$ cat config.mk
export PLATFORM = sky130hd
export DESIGN_NAME = invol_arbiter
export DESIGN_NICKNAME = d
export VERILOG_FILES = /design/src/rtl/invol_arbiter_pkg.sv /design/src/rtl/invol_arbiter_rr_pick.sv /design/src/rtl/invol_arbiter.sv
export SDC_FILE = /design/constraint.sdc
export NUM_CORES = 1
export LEC_CHECK = 0
export CAP_MARGIN = 15
export CORE_MARGIN = 2
export CORE_UTILIZATION = 53
export CTS_BUF_LIST = sky130_fd_sc_hd__clkbuf_8
export DETAILED_ROUTE_END_ITERATION = 10
export DONT_BUFFER_PORTS = 1
export GPL_TIMING_DRIVEN = 0
export PLACE_DENSITY = 0.71
export SYNTH_ARGS = -nofsm -noshare
export SYNTH_HDL_FRONTEND = slang
export SYNTH_SLANG_ARGS = --single-unit
$ cat constraint.sdc
create_clock -name clk -period 3.55 [get_ports clk]
set_clock_uncertainty 0.2 [all_clocks]
set_input_delay 0.5325 -clock clk [delete_from_list [all_inputs] [get_ports clk]]
set_output_delay 0.5325 -clock clk [all_outputs]
set_load 0.01 [all_outputs]
$ cat src/rtl/invol_arbiter_pkg.sv
// Shared command package: arbiter states, unit indices and sizing.
// Used by the command engine and by every unit that requests sends.
package invol_arbiter_pkg;

  localparam int NUM_UNITS = 5;

  localparam int UNIT_0 = 0;
  localparam int UNIT_1 = 1;
  localparam int UNIT_2 = 2;
  localparam int UNIT_3 = 3;
  localparam int UNIT_4 = 4;

  typedef enum logic [1:0] {
    ST_IDLE      = 2'd0,
    ST_GRANT     = 2'd1,
    ST_WAIT_DONE = 2'd2
  } arb_state_e;

  function automatic logic [7:0] sat_inc8(
    input logic [7:0] v
  );
    return (v == 8'hff) ? v : v + 8'd1;
  endfunction

endpackage

$ cat src/rtl/invol_arbiter_rr_pick.sv
// Round-robin selector: first set request at or after ptr,
// wrapping from NUNITS-1 back to 0.
module rr_pick #(
  parameter int NUNITS    = 5,
  parameter int UNIT_BITS = $clog2(NUNITS)
) (
  input  logic [NUNITS-1:0]    req,
  input  logic [UNIT_BITS-1:0] ptr,
  output logic                 valid,
  output logic [UNIT_BITS-1:0] idx
);

  int j;

  // Scan from the farthest offset down so the nearest one wins.
  always_comb begin
    valid = 1'b0;
    idx   = '0;
    j     = 0;
    for (int i = NUNITS - 1; i >= 0; i--) begin
      j = int'(ptr) + i;
      if (j >= NUNITS) j = j - NUNITS;
      if (req[j]) begin
        valid = 1'b1;
        idx   = j[UNIT_BITS-1:0];
      end
    end
  end

endmodule

$ cat src/rtl/invol_arbiter.sv
// Involuntary-send arbiter: grants one unit at a time to the
// command engine, round-robin, with a done/timeout release.
module invol_arbiter
  import invol_arbiter_pkg::*;
#(
  parameter int NUNITS    = NUM_UNITS,
  parameter int TIMEOUT   = 4096,
  parameter int UNIT_BITS = $clog2(NUNITS)
) (
  input  logic                 clk,
  input  logic                 rst_n,
  input  logic [NUNITS-1:0]    invol_req,
  input  logic                 engine_idle,
  input  logic [NUNITS-1:0]    unit_cmd_done,
  output logic [NUNITS-1:0]    invol_grant,
  output logic [UNIT_BITS-1:0] active_unit,
  output logic                 busy,
  output logic                 timeout_err,
  output logic [7:0]           timeout_cnt
);

  localparam int TW = $clog2(TIMEOUT + 1);
  localparam logic [TW-1:0] T_LAST = TW'(TIMEOUT - 1);
  localparam logic [UNIT_BITS-1:0] U_LAST =
    UNIT_BITS'(NUNITS - 1);

  arb_state_e           state_q, state_d;
  logic [UNIT_BITS-1:0] rr_ptr_q, rr_ptr_d;
  logic [NUNITS-1:0]    grant_q, grant_d;
  logic [UNIT_BITS-1:0] active_q, active_d;
  logic                 busy_q, busy_d;
  logic                 terr_q, terr_d;
  logic [7:0]           tcnt_q, tcnt_d;
  logic [TW-1:0]        timer_q, timer_d;
  logic                 arm_q, arm_d;

  logic                 pick_vld;
  logic [UNIT_BITS-1:0] pick_idx;
  logic [UNIT_BITS-1:0] nxt_ptr;

  rr_pick #(
    .NUNITS   (NUNITS),
    .UNIT_BITS(UNIT_BITS)
  ) u_pick (
    .req  (invol_req),
    .ptr  (rr_ptr_q),
    .valid(pick_vld),
    .idx  (pick_idx)
  );

  assign nxt_ptr = (active_q == U_LAST) ? '0
                 : active_q + UNIT_BITS'(1);

  // arm_q holds off the first grant until one edge after reset.
  always_comb begin
    state_d  = state_q;
    rr_ptr_d = rr_ptr_q;
    grant_d  = '0;
    active_d = active_q;
    busy_d   = busy_q;
    terr_d   = 1'b0;
    tcnt_d   = tcnt_q;
    timer_d  = timer_q;
    arm_d    = 1'b1;
    unique case (state_q)
      ST_IDLE: begin
        if (arm_q && engine_idle && pick_vld) begin
          state_d  = ST_GRANT;
          grant_d  = NUNITS'(1) << pick_idx;
          active_d = pick_idx;
          busy_d   = 1'b1;
          timer_d  = '0;
        end
      end
      ST_GRANT: begin
        state_d = ST_WAIT_DONE;
        timer_d = timer_q + TW'(1);
      end
      ST_WAIT_DONE: begin
        if (unit_cmd_done[active_q]) begin
          state_d  = ST_IDLE;
          busy_d   = 1'b0;
          rr_ptr_d = nxt_ptr;
        end else if (timer_q >= T_LAST) begin
          state_d  = ST_IDLE;
          busy_d   = 1'b0;
          rr_ptr_d = nxt_ptr;
          terr_d   = 1'b1;
          tcnt_d   = sat_inc8(tcnt_q);
        end else begin
          timer_d = timer_q + TW'(1);
        end
      end
      default: begin
        state_d = ST_IDLE;
        busy_d  = 1'b0;
      end
    endcase
  end

  always_ff @(posedge clk or negedge rst_n) begin
    if (!rst_n) begin
      state_q  <= ST_IDLE;
      rr_ptr_q <= '0;
      grant_q  <= '0;
      active_q <= '0;
      busy_q   <= 1'b0;
      terr_q   <= 1'b0;
      tcnt_q   <= '0;
      timer_q  <= '0;
      arm_q    <= 1'b0;
    end else begin
      state_q  <= state_d;
      rr_ptr_q <= rr_ptr_d;
      grant_q  <= grant_d;
      active_q <= active_d;
      busy_q   <= busy_d;
      terr_q   <= terr_d;
      tcnt_q   <= tcnt_d;
      timer_q  <= timer_d;
      arm_q    <= arm_d;
    end
  end

  assign invol_grant = grant_q;
  assign active_unit = active_q;
  assign busy        = busy_q;
  assign timeout_err = terr_q;
  assign timeout_cnt = tcnt_q;

endmodule

==> results.toml, run 1 <==
# flow metrics
[layout]
nets = 413
largest_class = "logic gates"
fin_util = 0.672
buf_share = 0.0904
final_common_cell = "dfrtp_1"
seq_share = 0.236
comb_area_frac = 0.605
n_all_buffers = 43
area_growth_pct = 23.4
clkbuf_count = 6
drive_gt1_frac = 0.286
top_register = "timer_q"
seq_area_sq_um = 928
largest_reg_flops = 13

[worst_setup_path]
reg2reg_slack_ps = 90
path_cells = "buf_4 -> buf_6 -> clkinvlp_4 -> buf_4 -> ha_4 -> and2_1 -> o221ai_4 -> a31oi_4 -> nor3_4 -> nand2_4 -> buf_4 -> o31ai_4 -> a21oi_1 -> mux2_1"
path_buffers = 5
r2r-start = "rr_ptr_q[2]$_DFFE_PN0P_"
reg2reg_to = "state_q[1]$_DFFE_PN0P_"
crit_path_frequent_cell = "buf_4"
arrival_ps = 3440
cp-end-kind = "register"
critPathLaunchType = "register"
worstPathRequired_ps = 3530
endpoint = "state_q[1]$_DFFE_PN0P_"
r2r_cells = 14

[global_routing]
grt_max_degree = 38
first_global_vias = 2737
grt_overflow = 0
grt.busiest_layer = "met2"
grt_antenna_before_repair = 0

[placement]
pre_cts_slack_ps = -686
gp_congestion = 0.926
place_inst = 420
dp_hpwl_um = 5620
place_area_sq_um = 3280

[routing]
wl_met1_um = 3820
postRouteAntennaNets = 0
dr.pass1.iters = 5
wl_met3_um = 623
routed.top_layer = "met4"
wl_per_cell_um = 19.4
first_iter_violations = 232
routed_via_density = 6.55

[synthesis]
async_reset_ff_frac = 1.00
yosys_cells = 345
yosys-top-cells-count = "37 x dfrtp_1, 24 x nand2_1, 19 x ha_1, 16 x inv_1, 16 x nand3_1"
ys_sh_mux = 0.0679
synth.top_cell.area_share = 0.291
synthFlopType = "dfrtp_1"
synth.distinct_cells = 71
avgSynthCellArea_sq_um = 9.24
fa_ha_area_frac = 0.0809
postSynthSeqShare = 0.291
yosysMostFrequentCell = "dfrtp_1"
top_area_cell = "dfrtp_1"
area_leaders = "dfrtp_1 29%, ha_1 7.5%, mux2i_1 3.1%, a211o_1 3.0%, and3_1 2.9%"
ys_chip_area_sq_um = 3190
synth_area_sq_um = 3190

[clock_tree]
clockBufferDepth = 2
hold_buffers = 2
cts_tree = "yes"
post_cts.repair.setup_buffers = 10
postCtsResizedCells = 26
worstSkewPairLatency_ps = 300

[sta]
finalCritPeriodShare = 0.974
slew_headroom = 0.395
fin_ws_ps = 92.4
fmax_mhz = 289
finalSetupViolCount = 0
maxSlewViolCount = 0
fin_setup_tns_ps = 0
hold_viol = 0
fin_crit_ps = 3460

[die]
rows = 28
die_x_um = 81.5
dieArea_sq_um = 6650
die_y_um = 81.5
core-area_sq_um = 5850
initial_utilization = 0.545
nWellTaps = 75

[hold_path]
hp-start = "timeout_cnt[6]$_DFFE_PN0P_"
hold_depth = 1
hold_class = "register to register"

[flow_run]
cap_violations = 0

[status]
status = "finished, final reports clean"
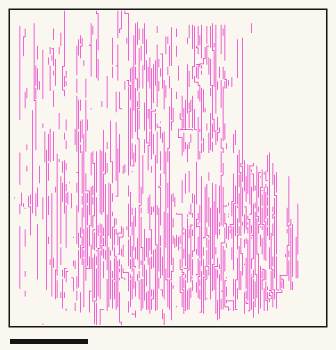
run_1/layer_met2.png
Bar = 20 um.
share of all routed wire = 48%
main direction = vertical
wire length on this layer = 4250 um
longest straight run = 36.0 um
nets with wire on the layer = 356
vias: 2985
DRT Wirelength: 8860 um
met2 Usage GRT: 0.416

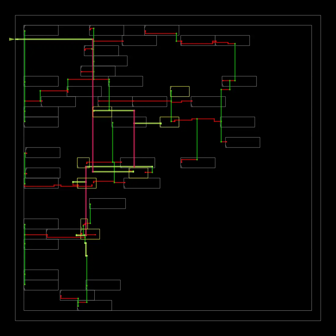
run_1/clocks.png
Seq cells: 37
cts bufs inserted: 5

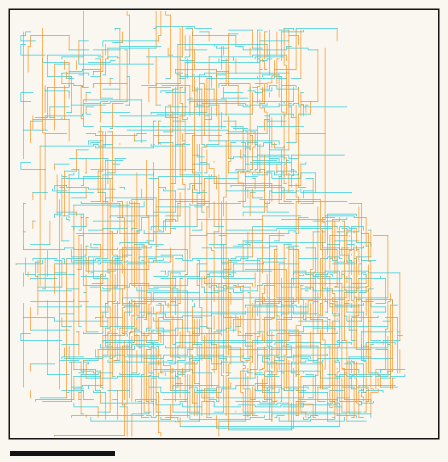
run_1/wires.png
Bar = 20 um. Only two layers are drawn.
cyan -> metal 1  # wire length 3820 um
orange -> metal 2  # wire length 4250 um

--- run 2 (diff from run 1) ---
--- a/config.mk
+++ b/config.mk
@@ -6,7 +6,6 @@
 export NUM_CORES = 1
 export LEC_CHECK = 0
 export CAP_MARGIN = 15
-export CORE_MARGIN = 2
 export CORE_UTILIZATION = 53
 export CTS_BUF_LIST = sky130_fd_sc_hd__clkbuf_8
 export DETAILED_ROUTE_END_ITERATION = 10
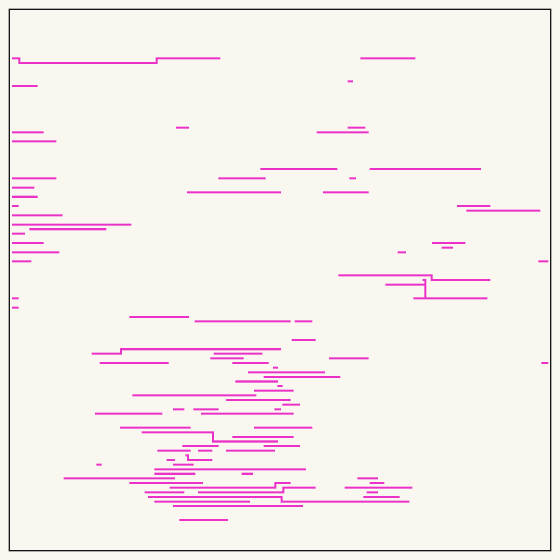
run_2/layer_met3.png
nets with wire on the layer = 74
wire length on this layer = 707 um
share of all routed wire = 8.5%
longest straight run = 23.5 um
main direction = horizontal

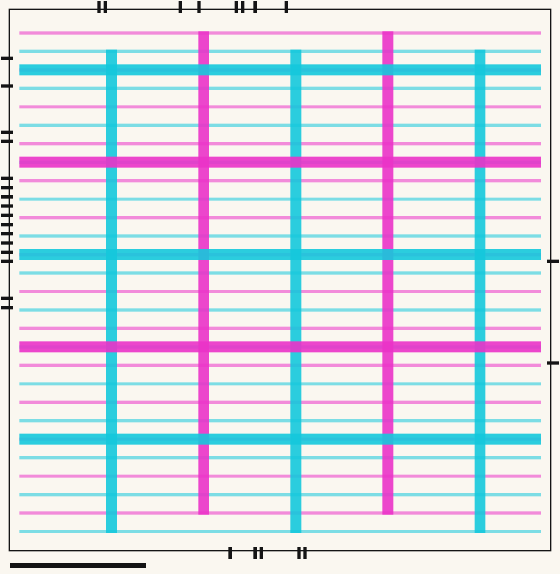
run_2/power_grid.png
Bar = 20 um. Pins as bars on the die edge.
cyan -> VSS
magenta -> VDD
met5 straps = 5
signal pins = 31

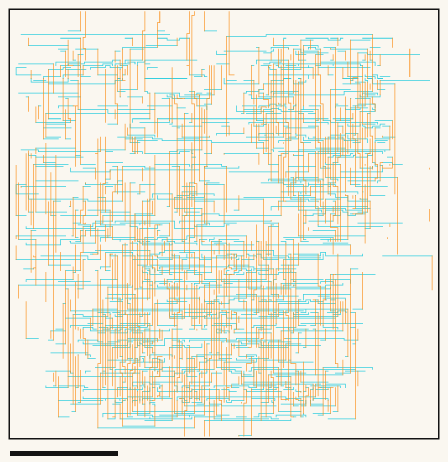
run_2/wires.png
Bar = 20 um. Only two layers are drawn.
cyan -> metal 1  # wire length 3690 um
orange -> metal 2  # wire length 3820 um

==> results.toml, run 2 <==
# flow metrics
[global_routing]
grtUsageMet3 = 0.0560
grt_first_pass_wirelength_um = 13400
grt_max_degree = 38
grt_overflow = 0
use_met2 = 0.412
grtUsageTotal = 0.271
grt.busiest_layer = "met2"
grt_antenna_before_repair = 0
first_global_vias = 2770

[die]
rows = 27
initial_utilization = 0.565
die_x_um = 79.5
nWellTaps = 72
core-area_sq_um = 5640
dieArea_sq_um = 6330
die_y_um = 79.5

[layout]
comb_cells = 276
seq_area_sq_um = 930
nets = 417
final_area_sq_um = 3930
seq_share = 0.237
drive_gt1_frac = 0.275
comb_area_frac = 0.587
clock_area_frac = 0.0350
inverters = 17
top_register = "timer_q"
final_common_cell = "dfrtp_1"
area_growth_pct = 23.3
fin_util = 0.696
largest_class = "logic gates"
n_all_buffers = 47
clkbuf_count = 5
logic_area_sq_um = 2300
n_antenna_cell = 0
most-common-layout-cells = "34 x dfrtp_1, 31 x buf_4, 23 x nand2_1"
nFlopsAndLatches = 37
largest_reg_flops = 13
buf_share = 0.0990
final_cells = 457

[synthesis]
ys_chip_area_sq_um = 3190
edf_count = 0
top_area_cell = "dfrtp_1"
yosys-top-cells-count = "37 x dfrtp_1, 24 x nand2_1, 19 x ha_1, 16 x inv_1, 16 x nand3_1"
yosysWarnings = 0
aoi_share = 0.240
yosysMostFrequentCell = "dfrtp_1"
avgSynthCellArea_sq_um = 9.24
ys_seq_elements = 37
async_reset_ff_frac = 1.00
ys_sh_mux = 0.0679
synth_nets = 378
yosys.area_share.xor_xnor = 0.0330
topCombFamilyByArea = "AND-OR/OR-AND gates"
synth.top_cell.area_share = 0.291
syn-instance-count = 345
area_leaders = "dfrtp_1 29%, ha_1 7.5%, mux2i_1 3.1%, a211o_1 3.0%, and3_1 2.9%"
synthFlopType = "dfrtp_1"
postSynthSeqShare = 0.291
yosys_cells = 345
synth_area_sq_um = 3190
synth.distinct_cells = 71
fa_ha_area_frac = 0.0809
simple_gate_share = 0.238

[routing]
routed_via_density = 6.52
routed.top_layer = "met4"
met2_length_um = 3820
wl_met3_um = 707
vias = 2981
drt-total-wl_um = 8320
postRouteAntennaNets = 0
post-route-drc-count = 0
first_iter_violations = 263
dr.pass1.iters = 6
wl_met1_um = 3690
wl_per_cell_um = 18.2

[worst_setup_path]
critPathLaunchType = "register"
crit_path_frequent_cell = "buf_6"
cp-end-kind = "register"
path_class = "register to register"
cp_slowest_cell = "dfrtp_2"
path_buffers = 6
critPathMaxFanout = 10
r2r-start = "rr_ptr_q[0]$_DFFE_PN0P_"
worstPathRequired_ps = 3530
reg2reg_to = "timer_q[7]$_DFFE_PN0P_"
arrival_ps = 3530
r2r_cells = 16
reg2reg_slack_ps = -7
cpPeakStageDelay_ps = 440
path_cells = "buf_6 -> inv_4 -> buf_12 -> ha_2 -> inv_1 -> fa_2 -> buf_4 -> nor2b_1 -> a32oi_1 -> a21oi_1 -> nor3_4 -> nand2_4 -> o31ai_4 -> and2_4 -> buf_6 -> a211o_1"
worstSetupPathDepth = 16
endpoint = "timer_q[7]$_DFFE_PN0P_"

[sta]
slew_headroom = 0.393
fin_crit_ps = 3560
finalSetupViolCount = 7
fmax_mhz = 281
hold_viol = 0
hold_slack_ps = 360
max_slew.worst_pin.slew_ps = 903
fin_setup_tns_ps = -30.7
finalCritPeriodShare = 1.00
maxSlewViolCount = 0
fin_ws_ps = -6.61

[flow_run]
cap_violations = 0
warning_count = 39

[clock_tree]
worstSkewPairLatency_ps = 290
post_cts.repair.setup_buffers = 12
clockBufferDepth = 2
cts_buffers = 5
hold_buffers = 2
cts_tree = "yes"
cts_root_buf = "clkbuf_8"
clock-sinks = 37
postCtsResizedCells = 28
clk_pin_slew_ps = 80

[placement]
dp_hpwl_um = 5420
gp_congestion = 0.913
pre_cts_slack_ps = -717
portBuffers = 0
place_inst = 417
place_area_sq_um = 3280

[hold_path]
hold_depth = 1
hold_class = "register to register"
hp-start = "timeout_cnt[4]$_DFFE_PN0P_"

[status]
violations = "setup timing"
status = "finished with violations"
